**config.mk**
```make
export PLATFORM = sky130hd
export DESIGN_NAME = serial_add_ctrl
export DESIGN_NICKNAME = d
export VERILOG_FILES = /design/src/rtl/serial_add_ctrl.sv
export SDC_FILE = /design/constraint.sdc
export NUM_CORES = 1
export LEC_CHECK = 0
export CAP_MARGIN = 20
export CORE_MARGIN = 4
export CORE_UTILIZATION = 45
export DETAILED_ROUTE_END_ITERATION = 12
export PLACE_DENSITY_LB_ADDON = 0.25
export SLEW_MARGIN = 20
export SYNTH_ARGS = -nofsm -noshare
export SYNTH_HDL_FRONTEND = slang
export SYNTH_SLANG_ARGS = --single-unit
export TNS_END_PERCENT = 50
```
**constraint.sdc**
```tcl
create_clock -name clk -period 3.22 [get_ports clk]
set_clock_uncertainty 0.1 [all_clocks]
set_input_delay 0.644 -clock clk [delete_from_list [all_inputs] [get_ports clk]]
set_output_delay 0.644 -clock clk [all_outputs]
set_load 0.005 [all_outputs]
```
**src/rtl/serial_add_ctrl.sv**
```systemverilog
// serial_add_ctrl
//   Bit-serial addition sequencer that time-shares one external 1-bit full
//   adder. Two WIDTH-bit operands and a carry-in are captured on a start
//   request. They are presented to the adder one bit per clock, LSB first.
//   The ripple carry is held in a register between bits. The WIDTH-bit sum
//   and carry-out are returned together with a one-cycle done strobe.
//
// Ports
//   clk      rising-edge clock
//   rst_n    synchronous reset, active-low
//   start    operation request, only honoured in IDLE
//   a, b     WIDTH-bit operands, captured when start is accepted
//   cin      initial carry, captured when start is accepted
//   busy     high while bits are being processed (RUN)
//   done     one-cycle strobe, sum/cout valid
//   sum      registered result, held until the next completed operation
//   cout     registered final carry
//   fa_x     to external adder X
//   fa_y     to external adder Y
//   fa_cin   to external adder C_in
//   fa_z     from external adder Z
//   fa_cout  from external adder C_out
module serial_add_ctrl #(
  parameter  int WIDTH = 8,
  localparam int CNT_W = $clog2(WIDTH + 1)
) (
  input  logic             clk,
  input  logic             rst_n,
  input  logic             start,
  input  logic [WIDTH-1:0] a,
  input  logic [WIDTH-1:0] b,
  input  logic             cin,
  output logic             busy,
  output logic             done,
  output logic [WIDTH-1:0] sum,
  output logic             cout,
  output logic             fa_x,
  output logic             fa_y,
  output logic             fa_cin,
  input  logic             fa_z,
  input  logic             fa_cout
);

  typedef enum logic [1:0] {
    IDLE = 2'd0,
    RUN  = 2'd1,
    DONE = 2'd2
  } state_t;

  localparam logic [CNT_W-1:0] LAST_CNT = CNT_W'(WIDTH - 1);

  state_t             state_q;
  logic [WIDTH-1:0]   a_sr_q;
  logic [WIDTH-1:0]   b_sr_q;
  logic [WIDTH-1:0]   res_sr_q;
  logic [WIDTH-1:0]   res_sr_d;
  logic               carry_q;
  logic [CNT_W-1:0]   cnt_q;
  logic               busy_q;
  logic               done_q;
  logic [WIDTH-1:0]   sum_q;
  logic               cout_q;
  logic               in_run;

  // Result bits arrive LSB first, so each new bit enters at the MSB end.
  // After WIDTH shifts the first bit has reached position 0.
  // With a single bit there is nothing to shift.
  generate
    if (WIDTH == 1) begin : g_res_w1
      assign res_sr_d = fa_z;
    end else begin : g_res_wn
      assign res_sr_d = {fa_z, res_sr_q[WIDTH-1:1]};
    end
  endgenerate

  // The adder is driven only in RUN. It is held at zero otherwise, so the
  // shared cell sees quiet inputs while this block is idle.
  assign in_run = (state_q == RUN);
  assign fa_x   = in_run & a_sr_q[0];
  assign fa_y   = in_run & b_sr_q[0];
  assign fa_cin = in_run & carry_q;

  always_ff @(posedge clk) begin
    if (!rst_n) begin
      state_q  <= IDLE;
      a_sr_q   <= '0;
      b_sr_q   <= '0;
      res_sr_q <= '0;
      carry_q  <= 1'b0;
      cnt_q    <= '0;
      busy_q   <= 1'b0;
      done_q   <= 1'b0;
      sum_q    <= '0;
      cout_q   <= 1'b0;
    end else begin
      case (state_q)
        IDLE: begin
          done_q <= 1'b0;
          if (start) begin
            a_sr_q  <= a;
            b_sr_q  <= b;
            carry_q <= cin;
            cnt_q   <= '0;
            busy_q  <= 1'b1;
            state_q <= RUN;
          end
        end
        RUN: begin
          res_sr_q <= res_sr_d;
          carry_q  <= fa_cout;
          a_sr_q   <= a_sr_q >> 1;
          b_sr_q   <= b_sr_q >> 1;
          cnt_q    <= cnt_q + CNT_W'(1);
          // The adder output for the final bit is still combinational here.
          // The result is therefore taken from res_sr_d, not from res_sr_q.
          if (cnt_q == LAST_CNT) begin
            sum_q   <= res_sr_d;
            cout_q  <= fa_cout;
            busy_q  <= 1'b0;
            done_q  <= 1'b1;
            state_q <= DONE;
          end
        end
        DONE: begin
          done_q  <= 1'b0;
          state_q <= IDLE;
        end
        default: begin
          busy_q  <= 1'b0;
          done_q  <= 1'b0;
          state_q <= IDLE;
        end
      endcase
    end
  end

  assign busy = busy_q;
  assign done = done_q;
  assign sum  = sum_q;
  assign cout = cout_q;

endmodule

```
run_1/placement.png
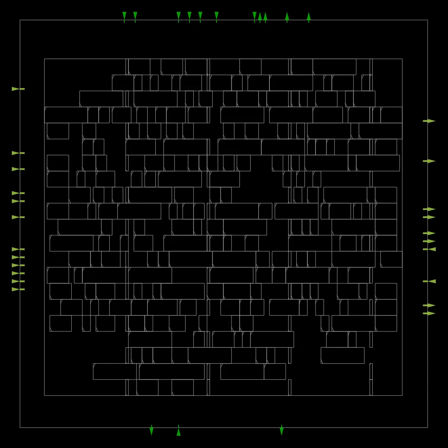
Final Util: 62.1%
fin cells: 276

run_1/flops_by_reg.png
Bar = 20 microns. Other sequential cells in the stronger gray, the rest of the logic in the fainter gray.
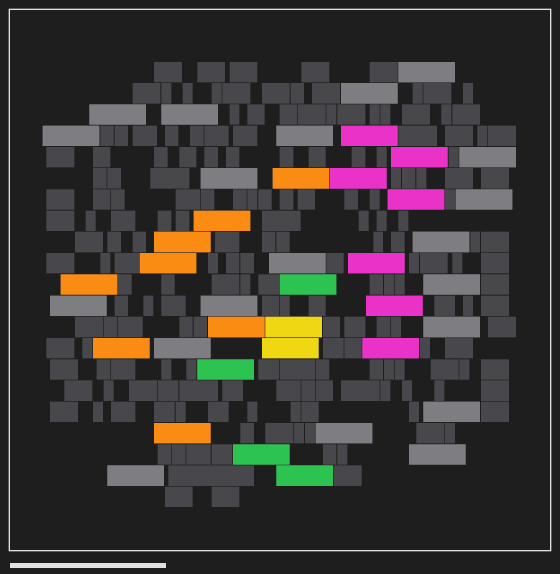
legend:
  green:
    netlist_name: cnt_q
    flops: 4
  orange:
    netlist_name: a_sr_q
    flops: 8
  yellow:
    netlist_name: state_q
    flops: 2
  magenta:
    netlist_name: res_sr_q
    flops: 7
not colored: 20
Seq area share: 38.1%
P_seq: 0.542 mW

run_1/sizes.png
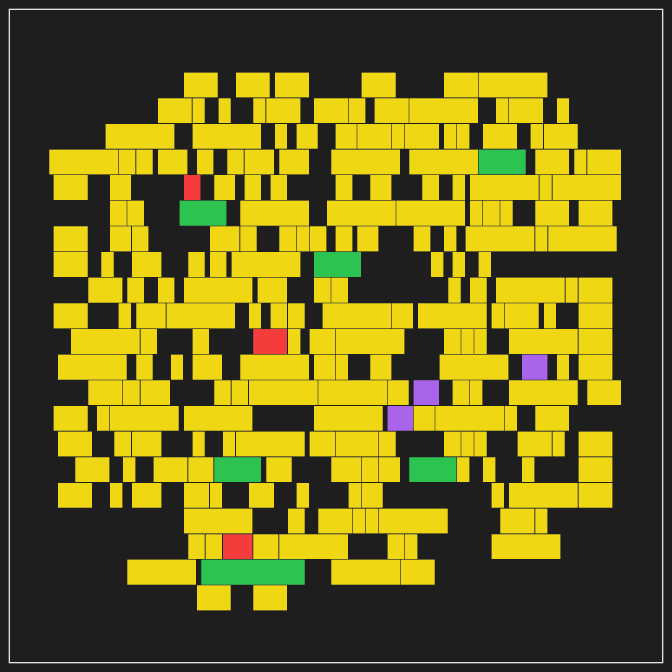
legend:
  yellow:
    size: _0 and _1 cells
    cells: 218
    share: 95%
  red:
    size: _2 cells
    cells: 3
    share: 1.3%
  green:
    size: _6 and larger
    cells: 6
    share: 2.6%
  purple:
    size: _3 and _4 cells
    cells: 3
    share: 1.3%

run_1/metal_density.png
14 x 14 tiles, from dark blue (low) to red (high), scaled to the fullest tile. Values are wire area over tile area, all layers added.
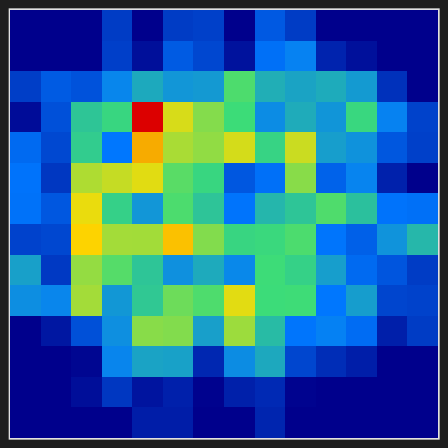
tiles over half the peak: 17%
densest ninth of the die: middle
nearly empty tiles: 21%

run 1: final timing paths:
path,endpoint,slack (ps),cells past startpoint
max,fa_y,840,4
min,res_sr_q[1],360,2
max reg2reg,sum[3],1440,4
min reg2reg,res_sr_q[1],360,2
run 1: placed cells by master, fill, tap and decap left out, types with 2 or more instances in the layout:
| cell | count |
|---|---|
| dfxtp_1 | 41 |
| clkdlybuf4s50_1 | 35 |
| nand3_1 | 2 |
| o21ai_0 | 15 |
| o22ai_1 | 4 |
| mux2i_1 | 9 |
| inv_1 | 3 |
| clkbuf_8 | 5 |
| a22oi_1 | 3 |
| nand2b_1 | 2 |
| a211oi_1 | 2 |
| nand2_1 | 36 |
| o2bb2ai_1 | 11 |
| nor2_1 | 16 |
| and2_1 | 4 |
| a21oi_1 | 25 |
| buf_4 | 3 |
run 1: cell families after synthesis:
kind of cell / after synthesis / synth area share [%]
buffers and inverters: 17 / 4.46
muxes: 9 / 5.35
adders and majority gates: 1 / 0.743
AOI/OAI and AO/OA: 64 / 23.3
and+or+nand+nor: 67 / 17.3
DFF: 41 / 48.8
run 1: per-layer routing:
metal  global-route usage, %  vias to the layer above  wire length [microns]
met5                       0                        -                      0
met4                    4.56                        0                     40
met3                    5.81                        4                    199
met2                    23.7                       35                   1610
met1                    19.2                      667                   1620
li1                        -                      747                      -
run 1: power groups by stage:
stage	Clock, mW	Sequential [mW]	Combinational, mW
final	0.399	0.542	0.114
after global routing	0.433	0.545	0.129
after CTS	0.407	0.542	0.115
after detailed placement	0	0.553	0.114
after global placement	0	0.553	0.114
after floorplan	0	0.551	0.0687
run 1: worst reg2reg max path, cell delays in order, from the launching register on:
cell and delay, ps:
dfxtp_1 390, ha_1 200, and3b_1 270, and2_1 490, mux2i_1 260
==> results_slide.txt, run 1 <==
Flow Results at a Glance

Synthesis
  – FF+latch count, synth: 41
  – Count leader, synth: dfxtp_1
  – Top cells, area: dfxtp_1 49%, nand2_1 8.0%, a21oi_1 7.4%
  – Ys cells: between 150 and 200
  – Post-synth top flop: dfxtp_1
  – Top cells by instance count after synthesis: 41 x dfxtp_1, 36 x nand2_1, 25 x a21oi_1
  – Post-synth ARST share: 0%

STA
  – Final period util: 74.0%
  – Fin. max-slew vios: 0
  – Final hold violation count: 0
  – Hold slack: 359 ps
  – Final setup violation count: 0
  – Max Fclk: 420 MHz

Worst setup path
  – FF-to-FF Start: cnt_q[0]
  – Setup crit start: state_q[1]
  – Startpoint Class: flop
  – Crit-path leading delay family: buffers and inverters
  – Critical path class: reg2out
  – CP endpoint kind: primary output
  – CP max stage delay: 500 ps
  – CP required: 2480 ps

Floorplanning
  – Die area: between 4000 and 5000 sq um
  – Core area: 3470 sq um
  – Rows: 21
  – # Taps: 46

Pwr
  – Worst VDD drop: 0.258 mV
  – Combinational power share: about 11%
  – Clock Power Share: a little under two fifths
  – Static leakage: 0.755 nW
  – P_sw: 0.242 mW
  – P per Cell Area: 490 nW/um^2
  – Power Internal: 0.813 mW

GRT
  – First-pass GRT wire length: 6.07 mm
  – Tot GR Track Use: 15.1%

Final layout
  – Inverter count: 3
  – ANT cells: 0
  – Clock-cell share: 4.82%
  – Share of cells above drive strength 1: between 5 and 6%
  – Non-clk buf share: 17.3%
  – Nonclk buf count: 38
  – FF/Latch Area: 821 sq um
  – Seq_cells: 41
  – Fin area: 2150 sq um

Clocking
  – Number of clock buffers inserted by TritonCTS: 5
  – Hold Buf Count CTS: 0
  – Buffer count from post-CTS setup fixing: 0
  – Clock-pin slew on the worst setup and hold paths: 80 ps
  – Root buf cell: clkbuf_8
  – Clk Latency, worst-skew pair: 290 ps
  – TritonCTS clock tree: built
  – Sink Count: 41

Place
  – Final HPWL DP: 2.37 mm
  – Post-DP Area: 2050 sq um
  – GPL Wtd Cong: 0.749

Drt
  – Via count: 1,453
  – Drt pass-1 iters: 4
  – Drt initial violations: 90
  – Final wirelength: 3.47 mm

Run
  – Max-Cap Viols: 0

Outcome
  – Status: complete, no violations
run_1/clk_routes.png
Bar = 20 microns.
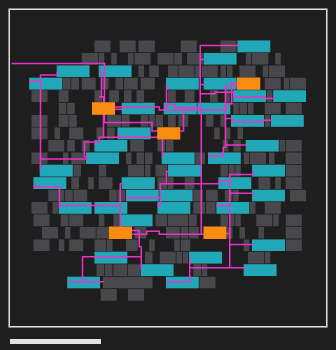

==> run 2, diff against run 1 <==
- clock period: 3.22 -> 2.3 ns (I/O delays scaled with it)
run_2/clk_routes.png
Bar = 20 microns.
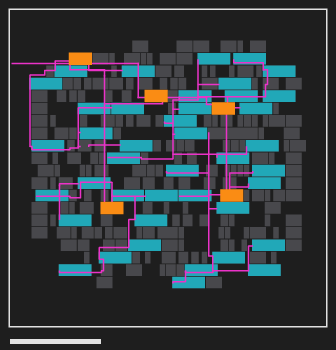
legend:
  magenta:
    item: clock wires
    length: 493 microns
  orange:
    item: clock drivers
    count: 5
  cyan:
    item: flip-flops
    count: 41
routed clock nets: 6
clock network power: 0.590 mW
Clk Latency, worst-skew pair: 300 ps
Clock Power Share: 39.0%

==> results_slide.txt, run 2 <==
Flow Results at a Glance

Outcome
  – Status: complete, no violations

Pwr
  – Switching Share: 23.9%
  – Power Internal: ~1.2 mW
  – Worst VDD drop: 0.423 mV
  – P_seq: 0.758 mW
  – P_sw: 0.361 mW
  – Comb. pwr: 0.164 mW
  – Static leakage: 0.770 nW
  – Combinational power share: 10.9%
  – Reg power frac: 50.1%
  – Pwr top: sequential cells
  – P per Cell Area: 691 nW/um^2
  – Total power: about 1.5 mW

Final layout
  – ANT cells: 0
  – Area Overhead vs Synth: 30.0%
  – Top Layout Cells: 41 x dfxtp_1, 36 x nand2_1, 35 x clkdlybuf4s50_1, 25 x a21oi_1, 16 x nor2_1
  – Share of cells above drive strength 1: 6.84%
  – Final Util: 63.1%
  – Multi-input gate area: just under 800 sq um
  – Final nets: 256
  – Commonest Layout Cell: dfxtp_1
  – FF/Latch Area: 821 sq um
  – Fillers: around 320
  – Fin cells: 280

Place
  – Final HPWL DP: 2.42 mm
  – IO Port Bufs: 35
  – GPL Wtd Cong: just under 0.8
  – Placed insts: between 200 and 300

Floorplanning
  – Die W: 69.2 microns
  – Die area: roughly 4800 sq um
  – Top-Level Pins: 36
  – Core area: 3470 sq um
  – Initial Util: about half
  – Die height: 69.2 microns
  – Rows: 21

Worst setup path
  – Critical R2R Capture: sum[7]
  – Setup crit start: state_q[1]
  – CP max stage delay: 500 ps
  – CP max FO: 8
  – Crit path DAT: between 1500 and 2000 ps
  – Worst Setup EP: fa_y
  – R2r setup slk: 540 ps
  – Cell Chain, Critical Path: nor2b_1, and2_1, clkdlybuf4s50_1
  – CP required: around 1700 ps
  – Slowest stage cell, crit path: clkdlybuf4s50_1
  – CP endpoint kind: primary output
  – Reg2Reg Depth: 4
  – Critical path class: reg2out
  – FF-to-FF Start: cnt_q[0]
  – Startpoint Class: flop

Synthesis
  – Yosys synthesis chip area: 1680 sq um
  – Post-synth ARST share: 0%
  – Synth Seq Share: 48.8%
  – Cell type with the largest total area: dfxtp_1
  – Net count after synthesis: 222
  – Ys cells: 199
  – Dominant cell area share: 48.8%
  – Post-Syn Instances: roughly 200
  – FF+latch count, synth: 41
  – Top cells, area: dfxtp_1 49%, nand2_1 8.0%, a21oi_1 7.4%
  – Synth Warn #: 0
  – Post-synth top flop: dfxtp_1
  – Number of enable flip-flop cells: 0
  – Top cells by instance count after synthesis: 41 x dfxtp_1, 36 x nand2_1, 25 x a21oi_1
  – Count leader, synth: dfxtp_1
  – Cell Type Count: 30

STA
  – Setup_tns: 0 ps
  – Final setup violation count: 0
  – Worst slew pin tran: 536 ps
  – Final period util: 94.9%
  – Slew HR: roughly 64%
  – Max Fclk: 458 MHz
  – RSZ-0062 raised after global routing: false
  – Min Tclk post-route: about 2200 ps
  – Final hold violation count: 0
  – Fin. max-slew vios: 0

Drt
  – Post-DRT Antenna Nets: 0
  – Final wirelength: between 3 and 4 mm
  – Drt pass-1 iters: 4
  – Routed len/inst: 12.4 microns
  – Via count: 1,457
  – Drt initial violations: between 90 and 100
  – Via density: 5.20
  – DRC: 0

Run
  – Max-Cap Viols: 0
  – OpenROAD warnings: 26

GRT
  – First-pass GRT wire length: 5.98 mm
  – Initial antenna violation count: 0
  – GRT Residual Overflow: 0
  – Largest net degree at the start of global routing: 22
  – Tot GR Track Use: 15.1%

Clocking
  – Clock-pin slew on the worst setup and hold paths: 80 ps
  – Clock Tree Buf Depth: 2
  – Sink Count: 41
  – Number of clock buffers inserted by TritonCTS: 5
  – TritonCTS clock tree: built
  – Hold Buf Count CTS: 0
  – CTS HTree Levels: 2
  – Post-CTS sizing: 0
  – Root buf cell: clkbuf_8
  – Buffer count from post-CTS setup fixing: 0

Min path
  – HP Class: reg2reg
  – Worst Hold Depth: 2
-- run 2: cell counts after synthesis --
Identical to the previous run, type by type.
-- run 2: how the worst min path moves through the flow --
| stage | start | end | slack [ps] |
|---|---|---|---|
| after global placement | sum[4] | sum[4] | 340 |
| after CTS | res_sr_q[1] | res_sr_q[1] | 360 |
| final | sum[4] | sum[4] | 360 |
| after detailed placement | sum[4] | sum[4] | 350 |
| after floorplan | res_sr_q[1] | res_sr_q[1] | 340 |
| after global routing | res_sr_q[1] | res_sr_q[1] | 380 |
-- run 2: routing by layer --
layer / vias to the layer above / share of wire (%) / global-route usage, %
met3: 7 / 5.0 / 4.22
met1: 655 / 47 / 18.2
li1: 760 / - / -
met4: 0 / 1.6 / 5.86
met5: - / 0 / 0
met2: 35 / 46 / 25.2
-- run 2: cell families (layout without fill, tap and decap cells) --
family	count (synthesis)	count (layout)	synth area share, %
fa+ha+maj	1	1	0.743
simple gates	67	67	17.3
compound gates	64	64	23.3
mux	9	9	5.35
flops	41	41	48.8
buf+inv	17	52	4.46
-- run 2: critical path, delay by kind of cell, from the launching register on --
family | cells | cell delay, ps
buffers and inverters | 1 | 500
flip-flops | 1 | 380
AND/OR/NAND/NOR | 2 | 450
-- run 2: final cells by class --
class	count	share of cell area, %
clock inverters	3	2.12
well taps	46	2.63
flip-flops and latches	41	37.5
inverters	3	0.515
multi-input cells	141	36.0
repair buffers	41	18.1
clock buffers	5	3.15
-- run 2: per-stage QoR --
step                hold WS, ps  instance area (sq um)  setup WS (ps)
floorplan                   337                   1680            836
detailed placement          347                   2070            371
CTS                         362                   2190           82.5
global placement            343                   2070            375
global route                377                   2190           31.0
finish                      359                   2190            117
run_2/metal_density.png
14 x 14 tiles, from dark blue (low) to red (high), scaled to the fullest tile. Values are wire area over tile area, all layers added.
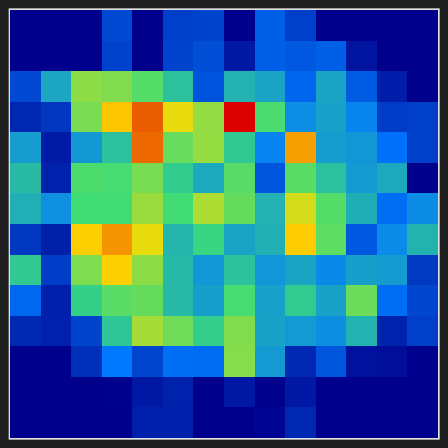

==> run 3, diff against run 2 <==
- RECOVER_POWER: default -> 50
run_3/metal_density.png
14 x 14 tiles, from dark blue (low) to red (high), scaled to the fullest tile. Values are wire area over tile area, all layers added.
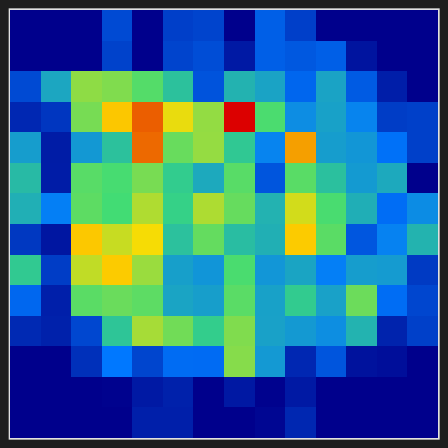
nearly empty tiles: 21%
tiles over half the peak: 23%
mean over tiles: 0.12
fullest tile: 0.42

==> results_slide.txt, run 3 <==
Flow Results at a Glance

Outcome
  – Status: complete, no violations

Pwr
  – Clock Power Share: 39.0%
  – Power Internal: 1.15 mW
  – Worst VDD drop: 0.422 mV
  – Switching Share: a little under a quarter
  – P_sw: 0.360 mW
  – P per Cell Area: between 600 and 700 nW/um^2
  – Reg power frac: 50.2%
  – Static leakage: around 0.78 nW
  – Combinational power share: approximately 11%
  – Total power: 1.51 mW

Worst setup path
  – Slowest stage cell, crit path: clkdlybuf4s50_1
  – Cell Chain, Critical Path: nor2b_1, and2_1, clkdlybuf4s50_1
  – CP max stage delay: 500 ps
  – Critical R2R Capture: sum[7]
  – CP endpoint kind: primary output
  – Crit-path leading delay family: buffers and inverters
  – Buf+Inv Stages, Crit Path: 1
  – R2r setup slk: between 500 and 600 ps
  – Critical path class: reg2out
  – CP required: approximately 1700 ps
  – Startpoint Class: flop
  – FF-to-FF Start: cnt_q[0]
  – Crit path DAT: 1620 ps
  – CP max FO: 8
  – Reg2Reg Depth: 4

GRT
  – First-pass GRT wire length: 5.98 mm
  – Routing usage on met1: 18.2%
  – Tot GR Track Use: 15.1%
  – GRT Residual Overflow: 0
  – Met2 usage: roughly a quarter
  – Largest net degree at the start of global routing: 22
  – Initial antenna violation count: 0
  – Met3 Use GR: 4.22%
  – GRT Max-Usage Layer: met2

Synthesis
  – Post-synth top flop: dfxtp_1
  – Main logic family after synthesis: AND-OR/OR-AND gates
  – Post-Syn Instances: 199
  – FF+latch count, synth: 41
  – Top cells, area: dfxtp_1 49%, nand2_1 8.0%, a21oi_1 7.4%
  – Yosys synthesis chip area: 1680 sq um
  – Synth Seq Share: approximately half
  – Top cells by instance count after synthesis: 41 x dfxtp_1, 36 x nand2_1, 25 x a21oi_1
  – Cell Type Count: 30
  – Adder-cell share of the synthesized area: less than 1%
  – Simple-gate share of the synthesized area: 17.3%
  – Compound-Gate Fraction of Synth Area: 23.3%
  – Xor/xnor share of the synthesized area: 0%
  – Mux share of post-synthesis cell area: 5.35%
  – Post-synth ARST share: 0%
  – Synth Warn #: 0
  – Number of enable flip-flop cells: 0
  – Cell type with the largest total area: dfxtp_1
  – Net count after synthesis: between 200 and 250
  – Ys cells: around 200
  – Syn avg cell area: 8.46 sq um
  – Dominant cell area share: 48.8%
  – Count leader, synth: dfxtp_1

Floorplanning
  – Die area: 4780 sq um
  – Die height: 69.2 microns
  – Die W: 69.2 microns
  – Core area: 3470 sq um
  – Initial Util: 48.5%
  – Top-Level Pins: 36
  – Rows: 21

Min path
  – Hold path start: sum[4]
  – HP Class: reg2reg
  – Worst Hold Depth: 2
  – Hold endpoint: sum[4]

Drt
  – Via count: 1,454
  – Routed len/inst: 12.5 microns
  – Via density: 5.19
  – Drt initial violations: 95
  – Met3 routed WL: 169 microns
  – DRC: 0
  – Final wirelength: 3.50 mm
  – Max Used Layer: met4
  – Post-DRT Antenna Nets: 0
  – Post-Route M1 WL: ~1.7 mm
  – Routed length on met2: 1.61 mm

Final layout
  – Final nets: 256
  – Fillers: about 330
  – ANT cells: 0
  – Top Layout Cells: 41 x dfxtp_1, 36 x nand2_1, 30 x clkdlybuf4s50_1, 25 x a21oi_1, 16 x nor2_1
  – Area Overhead vs Synth: 29.7%
  – Share of cells above drive strength 1: 5.98%
  – Commonest Layout Cell: dfxtp_1

Clocking
  – Number of clock buffers inserted by TritonCTS: 5
  – Root buf cell: clkbuf_8
  – Clk Latency, worst-skew pair: 300 ps
  – Hold Buf Count CTS: 0
  – Clock-pin slew on the worst setup and hold paths: roughly 80 ps
  – Clock Tree Buf Depth: 2
  – Post-CTS sizing: 0
  – Buffer count from post-CTS setup fixing: 0
  – Sink Count: 41
  – TritonCTS clock tree: built

STA
  – Final period util: 95.0%
  – Fin. max-slew vios: 0
  – Max Fclk: 458 MHz
  – Final setup violation count: 0
  – Setup_tns: 0 ps
  – Worst slew pin tran: 648 ps
  – Slew HR: between 50% and 60%
  – Min Tclk post-route: between 2000 and 2500 ps
  – RSZ-0062 raised after global routing: false
  – Final hold violation count: 0

Run
  – OpenROAD warnings: 26
  – Max-Cap Viols: 0

Place
  – IO Port Bufs: 35
  – Final HPWL DP: 2.42 mm
  – GPL Wtd Cong: 0.780
## run 3: cell counts after synthesis
No cell type changed its count.
## run 3: cell type report
cell class | instances | area (sq um) | share of cell area (%)
Sequential cell | 41 | 821 | 37.6
Multi-Input combinational cell | 141 | 787 | 36.0
Timing Repair Buffer | 41 | 392 | 17.9
Clock buffer | 5 | 68.8 | 3.15
Tap cell | 46 | 57.6 | 2.64
Clock inverter | 3 | 46.3 | 2.12
Inverter | 3 | 11.3 | 0.516
## run 3: power groups by stage
stage	Combinational (mW)	Clock (mW)	Sequential, mW
after floorplan	0.0961	0	0.771
after global placement	0.163	0	0.775
after detailed placement	0.165	0	0.774
after CTS	0.165	0.603	0.758
after global routing	0.181	0.634	0.762
final	0.163	0.588	0.758
## run 3: cell families (layout without fill, tap and decap cells)
logic type	after synthesis	after routing
muxes	9	9
DFF	41	41
adders and majority gates	1	1
buffers and inverters	17	52
AOI/OAI and AO/OA	64	64
and+or+nand+nor	67	67
## run 3: how the worst max path moves through the flow
stage               startpoint        end  depth (start not counted)
finish              state_q[1]       fa_y                          3
global route        state_q[1]     fa_cin                          3
CTS                 state_q[1]     fa_cin                          3
detailed placement       start  b_sr_q[5]                          4
global placement         start       busy                          4
floorplan           state_q[0]     fa_cin                          3
## run 3: through the flow
step / std cells / setup WS, ps / cell area (sq um) / utilization [%] / hold slack [ps]
2_1_floorplan: 199 / 836 / 1680 / - / 337
3_3_place_gp: 272 / 375 / 2070 / 59.7 / 343
3_5_place_dp: 272 / 371 / 2070 / 59.7 / 347
4_1_cts: 280 / 82.5 / 2190 / 63.1 / 362
5_1_grt: 280 / 30.6 / 2180 / 63.0 / 377
6_report: 280 / 116 / 2180 / 63.0 / 356
## run 3: worst min-delay path, stage by stage, from the launching register on
cell	delay, ps
dfxtp_1	310
nand2_1	50
mux2i_1	50
No activity file was given, so power comes from the tool's default toggle rates.
